--- config.mk ---
export PLATFORM = sky130hd
export DESIGN_NAME = pulse_bram_reader
export DESIGN_NICKNAME = d
export VERILOG_FILES = /design/src/rtl/pulse_pkg.sv /design/src/rtl/sample_tick_gen.sv /design/src/rtl/pulse_bram_reader.sv
export SDC_FILE = /design/constraint.sdc
export NUM_CORES = 1
export LEC_CHECK = 0
export CORE_ASPECT_RATIO = 1.4
export CORE_UTILIZATION = 40
export DETAILED_ROUTE_END_ITERATION = 8
export HOLD_SLACK_MARGIN = 0.03
export PLACE_DENSITY = 0.81
export SLEW_MARGIN = 25
export SYNTH_ARGS = -nofsm -noshare
export SYNTH_HDL_FRONTEND = slang
export SYNTH_SLANG_ARGS = --single-unit
--- constraint.sdc ---
create_clock -name clk -period 4.09 [get_ports clk]
set_clock_uncertainty 0.1 [all_clocks]
set_input_delay 0.818 -clock clk [delete_from_list [all_inputs] [get_ports clk]]
set_output_delay 0.818 -clock clk [all_outputs]
set_load 0.1 [all_outputs]
--- src/rtl/pulse_pkg.sv ---
// Shared constants and types for the pulse accumulation buffer.
// The generators own BRAM port A; the reader drains port B.
package pulse_pkg;

  localparam logic [31:0] FP32_ZERO   = 32'h0000_0000;
  localparam int unsigned BRAM_STRIDE = 4;
  localparam int unsigned PULSE_TAPS  = 13;

  typedef enum logic [2:0] {
    IDLE,
    RD,
    WAIT,
    CAPTURE,
    CLEAR,
    DONE
  } reader_state_e;

endpackage

--- src/rtl/sample_tick_gen.sv ---
// Sample-period strobe: one tick every TICK_DIV cycles while enabled.
// The counter parks at zero while disabled so a restart begins a full period.
module sample_tick_gen #(
  parameter int unsigned TICK_DIV = 100
) (
  input  logic clk,
  input  logic rst,
  input  logic enable,
  output logic tick
);

  localparam int unsigned CW = $clog2(TICK_DIV);
  localparam logic [CW-1:0] LAST = CW'(TICK_DIV - 1);

  logic [CW-1:0] cnt_q, cnt_d;

  always_comb begin
    cnt_d = cnt_q;
    if (!enable || cnt_q == LAST) begin
      cnt_d = '0;
    end else begin
      cnt_d = cnt_q + CW'(1);
    end
  end

  always_ff @(posedge clk) begin
    if (rst) begin
      cnt_q <= '0;
    end else begin
      cnt_q <= cnt_d;
    end
  end

  assign tick = enable && (cnt_q == LAST);

endmodule

--- src/rtl/pulse_bram_reader.sv ---
// Read-and-clear drain of the pulse ring: one fp32 word per sample period is read
// from port B, offered on a valid/ready stream, and overwritten with 0.0.
module pulse_bram_reader
  import pulse_pkg::*;
#(
  parameter int unsigned DEPTH       = 2048,
  parameter int unsigned ADDR_STRIDE = BRAM_STRIDE,
  parameter int unsigned TICK_DIV    = 100,
  parameter int unsigned RD_LATENCY  = 1
) (
  input  logic                     clk,
  input  logic                     rst,
  input  logic                     enable,
  output logic [31:0]              bram_addr,
  output logic [31:0]              bram_data_in,
  output logic                     bram_we,
  output logic                     bram_ena,
  input  logic [31:0]              bram_data_out,
  output logic [31:0]              sample_data,
  output logic                     sample_valid,
  input  logic                     sample_ready,
  output logic [$clog2(DEPTH)-1:0] rd_ptr,
  output logic [15:0]              drop_count
);

  localparam int unsigned PW = $clog2(DEPTH);
  localparam int unsigned WW = (RD_LATENCY > 1) ? $clog2(RD_LATENCY) : 1;
  localparam logic [WW-1:0] LAST_WAIT = WW'(RD_LATENCY - 1);

  reader_state_e state_q, state_d;
  logic [PW-1:0] ptr_q, ptr_d;
  logic [WW-1:0] wait_q, wait_d;
  logic [31:0]   data_q, data_d;
  logic          valid_q, valid_d;
  logic [15:0]   drop_q, drop_d;
  logic          tick;
  logic          port_active;

  sample_tick_gen #(.TICK_DIV(TICK_DIV)) u_tick (
    .clk    (clk),
    .rst    (rst),
    .enable (enable),
    .tick   (tick)
  );

  always_comb begin
    state_d = state_q;
    ptr_d   = ptr_q;
    wait_d  = wait_q;
    data_d  = data_q;
    valid_d = valid_q;
    drop_d  = drop_q;

    if (valid_q && sample_ready) begin
      valid_d = 1'b0;
    end

    unique case (state_q)
      IDLE: begin
        if (tick) state_d = RD;
      end
      RD: begin
        wait_d  = '0;
        state_d = WAIT;
      end
      WAIT: begin
        if (wait_q == LAST_WAIT) begin
          state_d = CAPTURE;
        end else begin
          wait_d = wait_q + WW'(1);
        end
      end
      CAPTURE: begin
        // A word that finds the output register still occupied is lost, not queued.
        if (!valid_q || sample_ready) begin
          data_d  = bram_data_out;
          valid_d = 1'b1;
        end else if (drop_q != 16'hFFFF) begin
          drop_d = drop_q + 16'd1;
        end
        state_d = CLEAR;
      end
      CLEAR: begin
        ptr_d   = ptr_q + PW'(1);
        state_d = DONE;
      end
      DONE: begin
        state_d = IDLE;
      end
      default: begin
        state_d = IDLE;
      end
    endcase
  end

  always_ff @(posedge clk) begin
    if (rst) begin
      state_q <= IDLE;
      ptr_q   <= '0;
      wait_q  <= '0;
      data_q  <= FP32_ZERO;
      valid_q <= 1'b0;
      drop_q  <= '0;
    end else begin
      state_q <= state_d;
      ptr_q   <= ptr_d;
      wait_q  <= wait_d;
      data_q  <= data_d;
      valid_q <= valid_d;
      drop_q  <= drop_d;
    end
  end

  // Port B stays enabled with a steady address from RD through the clearing write.
  assign port_active  = (state_q == RD) || (state_q == WAIT) ||
                        (state_q == CAPTURE) || (state_q == CLEAR);
  assign bram_ena     = port_active;
  assign bram_we      = (state_q == CLEAR);
  assign bram_addr    = port_active ? (32'(ptr_q) * 32'(ADDR_STRIDE)) : 32'd0;
  assign bram_data_in = FP32_ZERO;

  assign sample_data  = data_q;
  assign sample_valid = valid_q;
  assign rd_ptr       = ptr_q;
  assign drop_count   = drop_q;

endmodule

### Drive-strength map, run 1

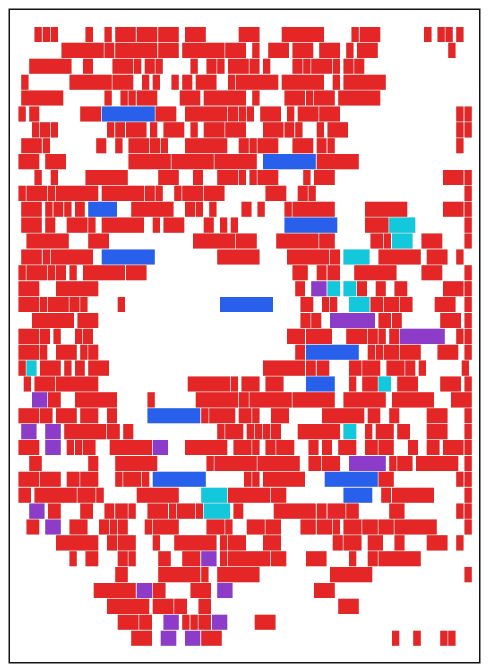
| colour | size | cells | share | most used |
|---|---|---|---|---|
| red | drive 1 or less | 478 | 92% | clkdlybuf4s50_1 |
| blue | drive 6 and up | 12 | 2.3% | clkbuf_16 |
| purple | drive 3 to 4 | 18 | 3.5% | buf_4 |
| cyan | drive 2 | 11 | 2.1% | nand2_2 |

### Clock wires, drivers and flops, run 1

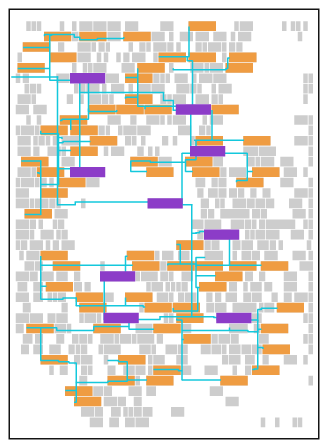
[purple] cells driving clock nets | count: 9
[cyan] clock wires | length: 886 um
[orange] flip-flops | count: 70
flops lie: spread over the die

### The metal 1 layer, run 1

Supply wires on this layer in grey. Cells faint in the background.
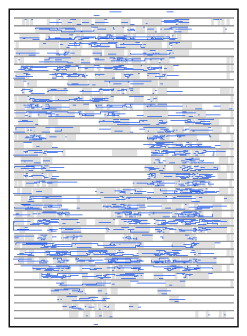
nets with wire on the layer: 440
main direction: horizontal
share of all routed wire: 39%
longest straight run: 23.9 um
wire length on this layer: 3130 um

run 1: stage by stage:
stage | cell area, um2 | utilization | hold slack, ns
after floorplan | 3630 | - | 0.318
after global placement | 4330 | 0.525 | 0.329
after detailed placement | 4330 | 0.525 | 0.348
after CTS | 4610 | 0.560 | 0.356
after global routing | 4620 | 0.560 | 0.369
final | 4620 | 0.560 | 0.350
run 1: cells by family (layout without fill, tap and decap cells):
kind of cell,after synthesis,in the layout
xor+xnor,14,14
fa+ha+maj,3,3
mux,2,2
flops,70,70
compound gates,71,71
buf+inv,77,132
simple gates,174,174
other cells,1,53
run 1: area by class of cell:
class	count	area, um2	area share
clock buffer	16	282	0.0610
inverter	6	22.5	0.00488
multi-input combinational	317	1730	0.374
sequential	70	1400	0.304
tap	102	128	0.0276
timing repair buffer	110	1060	0.229
run 1: final timing paths:
| check | slack (ns) | to | cells past startpoint | start |
|---|---|---|---|---|
| max reg2reg | 1.98 | drop_count[15] | 4 | state_q[1] |
| max | 1.13 | bram_addr[4] | 4 | state_q[1] |
| min reg2reg | 0.35 | u_tick.cnt_q[0] | 1 | u_tick.cnt_q[0] |
| min | 0.35 | u_tick.cnt_q[0] | 1 | u_tick.cnt_q[0] |
run 1: worst max-delay path, delay by kind of cell (launching register included):
family                 cells  cell delay (ns)
XOR/XNOR                   1             0.63
flip-flops                 1             0.47
AND/OR/NAND/NOR            2             0.33
buffers and inverters      1             0.29
run 1: state kept, by name, indices dropped and copies added (netlist names):
register and cells:
sample_data 32, sample_valid 1, u_tick.cnt_q 7, rd_ptr 11
state_q 3, drop_count 16
run 1: layer usage:
| layer | up-vias | track usage | part of all wire | wire [um] |
|---|---|---|---|---|
| met3 | 24 | 0.0467 | 0.060 | 491 |
| met1 | 1432 | 0.205 | 0.39 | 3130 |
| met5 | - | 0 | 0 | 0 |
| met4 | 0 | 0.102 | 0.028 | 230 |
| met2 | 142 | 0.340 | 0.52 | 4260 |
| li1 | 1509 | - | - | - |
run 1: cells in the final DEF, fill, tap and decap left out, types with 2 or more instances in the layout:
cell,n
a21oi_1,48
and2_1,12
and3_1,3
and4_1,3
buf_4,15
clkbuf_1,4
clkbuf_16,9
clkbuf_8,3
clkdlybuf4s50_1,94
conb_1,53
dfxtp_1,70
ha_1,3
inv_1,6
nand2_1,76
nand2_2,2
nand2b_1,2
nand3_1,11
nand3b_1,2
nand4_1,7
nor2_1,21
nor2b_1,2
nor3_1,2
o21ai_0,6
o311ai_0,2
o31ai_1,8
o41ai_1,4
or3_1,8
or4_1,6
xnor2_1,7
xor2_1,7
run 1: power breakdown:
part	internal, uW	leakage (uW)	switching, uW
clock	461	0.000137	262
sequential	683	0.000564	0.638
combinational	31.1	0.000985	228
total	1180	0.00169	491
==> summary.rpt, run 1 <==
==== FLOW RESULTS ====
----------------------------------------------------
[Synthesis]
  Ys async rst share ........................ 0
  Part of the Yosys area used for sequential elements ........................ 0.408
  Top cells by count, synth ........................ 77 x nand2_1, 70 x dfxtp_1, 56 x buf_4
  Count of library flops with an enable pin ........................ 0
  Area leader share ........................ 0.408
  Area of the mapped netlist ........................ between 0.003 and 0.004 mm2
  Avg Cell Area, Syn ........................ approximately 8.3 um2
  Most instantiated library cell after synthesis ........................ nand2_1
  XOR/XNOR share of the synthesized area ........................ 0.0357
  Summed standard-cell area reported by yosys ........................ 0.00343 mm2
  Number of library cell types mapped by synthesis ........................ a little over 50
  Share of synthesized area spent on multiplexers ........................ 0.00619
  Synthesized-area fraction occupied by adder cells ........................ 0.0109
  Flop and latch count out of synthesis ........................ roughly 70
  Largest combinational cell category by area ........................ simple AND/OR/NAND/NOR gates
  Count of warnings emitted by yosys ........................ 0
  Yosys cell count ........................ about 410
  Basic-gate share of the synthesized area counting and, or, nand and nor cells ........................ 0.271
  Synthesized instance count ........................ 412
  Complex Gates by Area ........................ 0.119
  Synth area leaders ........................ dfxtp_1 41%, buf_4 12%, nand2_1 8.4%, a21oi_1 7.0%, nor2_1 2.4%
  Most area-hungry cell type in the Yosys netlist ........................ dfxtp_1
  Primary FF master, synth ........................ dfxtp_1

[Global routing]
  Total routing usage reported by global routing ........................ 0.192
  First-pass GRT wire length ........................ about 13 mm
  Final global-route overflow total ........................ 0
  Via count of the first global-routing pass ........................ about 2900
  Initial antenna violation count ........................ 0
  Maximum number of pins on one net before global-route repair ........................ roughly 46

[Place]
  Number of input and output port buffers inserted ........................ approximately 110
  Routability congestion estimate ........................ ~0.9
  Worst slack at placement ........................ between 1 and 1.5 ns
  Placed wire-length estimate ........................ roughly 5.9 mm
  Dpl cells ........................ approximately 600

[Min path]
  Type of the tightest min-delay check ........................ reg -> reg

[Die]
  Floorplan row count ........................ 39
  Core Footprint ........................ roughly 0.0082 mm2
  Core utilization before placement ........................ 0.416
  Die X ........................ approximately 80 um
  Vertical extent of the die ........................ between 100 and 150 um
  Die area ........................ 0.00897 mm2
  Number of top-level pins ........................ approximately 160

[Cells and area]
  Layout Nets ........................ 553
  Antenna fix cells ........................ 0
  Layout overhead on the synthesized area ........................ 34.4%
  Number of inserted filler cells in the final layout ........................ ~760
  Layout cells sized above 1 ........................ 0.0790
  Count of non-filler cells in the finished layout ........................ roughly 620

[Routing]
  Post-DRT Antenna Nets ........................ 0
  Drt initial violations ........................ 94
  Detailed-route DRC error count ........................ 0
  Number of optimization iterations in the first detailed-route pass ........................ 5
  Post-DR vias/cell ........................ between 5 and 6
  Final wirelength ........................ 8.12 mm
  Routed len/inst ........................ 13.1 um
  Total via count in the routed design ........................ about 3100

[Setup path]
  Longest individual stage delay on the worst path ........................ 0.63 ns
  Endpoint class of the critical path ........................ output pin
  Worst-path maximum fanout ........................ 12
  Critical path arrival ........................ about 2.0 ns
  Worst path required time ........................ ~3.2 ns
  Worst path slowest cell ........................ xnor2_1
  Worst Path Class, Setup ........................ reg -> out
  Type of origin of the critical path ........................ flip-flop
  Cell chain of the critical path ........................ nor2_1, xnor2_1, and2_1, buf_4

[Power]
  Leak Pwr ........................ 0.00169 uW
  Power after layout ........................ about 1700 uW
  Max VDD drop ........................ ~0.26 mV
  Total power density per cell area ........................ ~360 mW/mm2

[Clocking]
  Number of setup buffers added after CTS ........................ 0
  Post-cts gate resize count ........................ 0
  Hold-fix buffer count after cts ........................ 0
  Clock network latency to the later pin of the worst-skew pair ........................ 0.32 ns
  Total number of clock tree sinks ........................ ~70
  CTS tree ........................ yes
  Root Buffer ........................ clkbuf_16
  # H-tree levels ........................ 3
  Number of buffers created by CTS ........................ 9
  Buffers from clock root to sink, at most ........................ 2
  Clock-pin slew of the registers on the worst-case setup and hold paths ........................ 0.05 ns

[Flow run]
  Number of violations of the max-capacitance limit ........................ 0
  OpenROAD warning count ........................ 26

[Final timing]
  Max_slew headroom ........................ 0.319
  Setup repair after global routing missed its margin ........................ false
  Setup ws final ........................ between 1 and 1.5 ns
  Slew at the pin with the worst max-slew slack ........................ 1.02 ns
  Summed negative setup slack over all endpoints ........................ 0 ns
  Highest clock rate ........................ 0.338 GHz
  Final-report hold violation count ........................ 0
  Tmin final ........................ 2.96 ns
  Final Max Slew Viols ........................ 0
  Ratio of final minimum period to clock period ........................ 0.724
  Number of setup violations in the final report ........................ 0

[Run status]
  Outcome ........................ complete, no violations

----------------------------------------------------
--- run 2 (diff from run 1) ---
CORE_UTILIZATION = 37   (was 40)
PLACE_DENSITY = 0.78   (was 0.81)
clock period = 2.5 ns   (was 4.09 ns; I/O delays follow)
==> summary.rpt, run 2 <==
==== FLOW RESULTS ====
----------------------------------------------------
[Final timing]
  Summed negative setup slack over all endpoints ........................ 0 ns
  Max_slew headroom ........................ 0.635
  Final-report hold violation count ........................ 0
  Slew at the pin with the worst max-slew slack ........................ 0.543 ns
  Ratio of final minimum period to clock period ........................ 0.899
  Final Max Slew Viols ........................ 0
  Worst hold margin ........................ around 0.35 ns
  Tmin final ........................ between 2 and 2.5 ns
  Number of setup violations in the final report ........................ 0
  Highest clock rate ........................ between 0.4 and 0.5 GHz
  Setup repair after global routing missed its margin ........................ false
  Setup ws final ........................ about 0.25 ns

[Power]
  Max VDD drop ........................ between 0.3 and 0.4 mV
  Sw Pwr ........................ 836 uW
  Reg power frac ........................ 0.396
  Relative contribution of the clock network to total power ........................ 0.454
  Leak Pwr ........................ 0.00189 uW
  Total power density per cell area ........................ between 500 and 600 mW/mm2
  Cell-internal power ........................ around 2000 uW
  Net Sw Frac ........................ 0.296
  Combinational power share ........................ 0.151

[Synthesis]
  Area of the mapped netlist ........................ about 0.0034 mm2
  Synthesized instance count ........................ 412
  Basic-gate share of the synthesized area counting and, or, nand and nor cells ........................ 0.271
  Primary FF master, synth ........................ dfxtp_1
  Count of warnings emitted by yosys ........................ 0
  Summed standard-cell area reported by yosys ........................ ~0.0034 mm2
  Largest combinational cell category by area ........................ simple AND/OR/NAND/NOR gates
  Share of synthesized area spent on multiplexers ........................ 0.00619
  Yosys cell count ........................ just over 400
  Most instantiated library cell after synthesis ........................ nand2_1
  Synthesized-area fraction occupied by adder cells ........................ 0.0109
  Area leader share ........................ 0.408
  Ys async rst share ........................ 0
  XOR/XNOR share of the synthesized area ........................ 0.0357
  Number of library cell types mapped by synthesis ........................ 51
  Top cells by count, synth ........................ 77 x nand2_1, 70 x dfxtp_1, 56 x buf_4
  Complex Gates by Area ........................ 0.119
  Avg Cell Area, Syn ........................ 8.34 um2
  Most area-hungry cell type in the Yosys netlist ........................ dfxtp_1
  Count of library flops with an enable pin ........................ 0
  Synth area leaders ........................ dfxtp_1 41%, buf_4 12%, nand2_1 8.4%, a21oi_1 7.0%, nor2_1 2.4%
  Part of the Yosys area used for sequential elements ........................ 0.408
  Flop and latch count out of synthesis ........................ roughly 70

[Routing]
  Post-DR vias/cell ........................ approximately 5
  Routed len/inst ........................ about 13 um
  Post-DRT Antenna Nets ........................ 0
  Final wirelength ........................ 8.12 mm
  Total via count in the routed design ........................ 3093
  Number of optimization iterations in the first detailed-route pass ........................ 4
  Drt initial violations ........................ roughly 110
  Detailed-route DRC error count ........................ 0

[Global routing]
  Most crowded layer after global routing ........................ met2
  Maximum number of pins on one net before global-route repair ........................ 33
  Initial antenna violation count ........................ 0
  Final global-route overflow total ........................ 0
  Total routing usage reported by global routing ........................ 0.168
  Met2 Track Usage GR ........................ 0.303
  Met3 Use GR ........................ 0.0477
  First-pass GRT wire length ........................ approximately 13 mm
  Global routing usage on met1 ........................ 0.182
  Via count of the first global-routing pass ........................ between 2000 and 3000

[Setup path]
  Largest delay contributor family on the critical path ........................ flip-flops
  Worst path slowest cell ........................ dfxtp_1
  Critical path arrival ........................ approximately 1.7 ns
  Buffer-and-inverter tally for the worst setup path ........................ 2
  Endpoint class of the critical path ........................ output pin
  Type of origin of the critical path ........................ flip-flop
  Longest individual stage delay on the worst path ........................ ~0.48 ns
  Cell chain of the critical path ........................ nor2_1, xnor2_1, buf_4, and2_1, buf_12
  Worst Path Class, Setup ........................ reg -> out
  Worst-path maximum fanout ........................ 12
  Worst path required time ........................ ~1.9 ns

[Place]
  Routability congestion estimate ........................ a little over 0.8
  Number of input and output port buffers inserted ........................ 108
  Dpl cells ........................ around 610
  Worst slack at placement ........................ slightly above 0.009 ns
  Placed wire-length estimate ........................ 5.91 mm

[Clocking]
  CTS tree ........................ yes
  Hold-fix buffer count after cts ........................ 0
  Root Buffer ........................ clkbuf_16
  Number of setup buffers added after CTS ........................ 0
  Buffers from clock root to sink, at most ........................ 2
  # H-tree levels ........................ 3
  Total number of clock tree sinks ........................ about 70
  Clock-pin slew of the registers on the worst-case setup and hold paths ........................ approximately 0.05 ns
  Post-cts gate resize count ........................ 0

[Die]
  Vertical extent of the die ........................ between 100 and 150 um
  Die X ........................ between 80 and 90 um
  Core utilization before placement ........................ 0.380
  Floorplan row count ........................ ~41
  Die area ........................ between 0.009 and 0.01 mm2
  Number of top-level pins ........................ around 160
  Core Footprint ........................ about 0.009 mm2

[Cells and area]
  Most frequent logic cells in the routed design ........................ 77 x nand2_1, 65 x buf_4, 64 x dfxtp_1, 53 x conb_1, 48 x a21oi_1
  Multi-input gate area in the final layout ........................ 0.00173 mm2
  Final Util ........................ 0.522
  Layout cells sized above 1 ........................ 0.233
  Layout Nets ........................ approximately 560
  Number of inserted filler cells in the final layout ........................ 819
  Largest register FFs ........................ 32
  Antenna fix cells ........................ 0
  Dominant logic cell type in the layout ........................ nand2_1
  Register cell area after layout ........................ between 0.001 and 0.0015 mm2
  Count of non-filler cells in the finished layout ........................ about 630
  Layout overhead on the synthesized area ........................ 37.3%

[Flow run]
  Number of violations of the max-capacitance limit ........................ 0
  OpenROAD warning count ........................ 26

[Run status]
  Outcome ........................ complete, no violations

[Min path]
  Type of the tightest min-delay check ........................ reg -> reg

----------------------------------------------------
## run 2: cell counts after synthesis
No cell type changed its count.
## run 2: cells by family (layout without fill, tap and decap cells)
group / count (synthesis) / count (layout)
adder cells (fa/ha/maj): 3 / 3
AND-OR/OR-AND: 71 / 71
buffers and inverters: 77 / 136
XOR/XNOR: 14 / 14
multiplexers: 2 / 2
flip-flops: 70 / 70
other: 1 / 53
AND/OR/NAND/NOR: 174 / 174
## run 2: final cells by class
type / count / area share
sequential: 70 / 0.299
clock inverter: 4 / 0.00955
timing repair buffer: 114 / 0.236
multi-input combinational: 317 / 0.368
inverter: 6 / 0.00478
tap: 107 / 0.0284
clock buffer: 12 / 0.0544
## run 2: power groups by stage
stage	logic, uW	registers (uW)	clock network (uW)
detailed placement	424	1140	0
floorplan	428	1140	0
global placement	423	1140	0
CTS	425	1120	1310
finish	425	1120	1280
global route	437	1120	1350
## run 2: final timing paths
| path | slack, ns | depth (start not counted) | end | start |
|---|---|---|---|---|
| max | 0.25 | 5 | bram_addr[12] | state_q[1] |
| min | 0.35 | 1 | u_tick.cnt_q[0] | u_tick.cnt_q[0] |
| max reg2reg | 0.45 | 4 | drop_count[15] | state_q[1] |
| min reg2reg | 0.35 | 1 | u_tick.cnt_q[0] | u_tick.cnt_q[0] |
## run 2: routing by layer
layer  wire [um]  vias up
li1            -     1516
met1        3170     1449
met2        4360      118
met3         486       10
met4         102        0
met5           0        -
## run 2: stage by stage
stage / instance area [um2] / total power, uW
6_report: 4710 / 2830
3_5_place_dp: 4410 / 1570
4_1_cts: 4710 / 2850
2_1_floorplan: 3650 / 1570
5_1_grt: 4710 / 2910
3_3_place_gp: 4410 / 1570
### Clock wires, drivers and flops, run 2

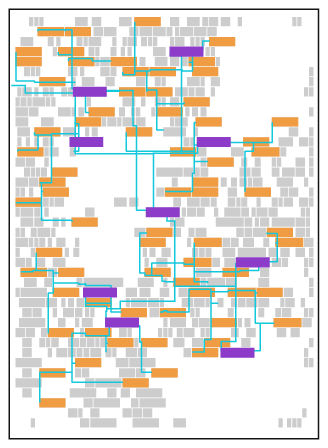
[purple] cells driving clock nets | count: 9
[orange] flip-flops | count: 70
[cyan] clock wires | length: 939 um
flops lie: spread over the die

### Clock routing, run 2

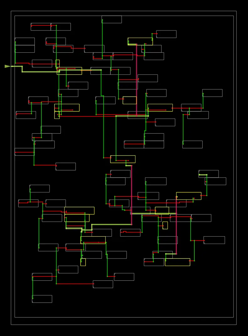
number of buffers created by CTS: 9
count of clock buffers in the final design: 12
clock network latency to the later pin of the worst-skew pair: 0.33 ns

Power and IR drop assume default switching activity.
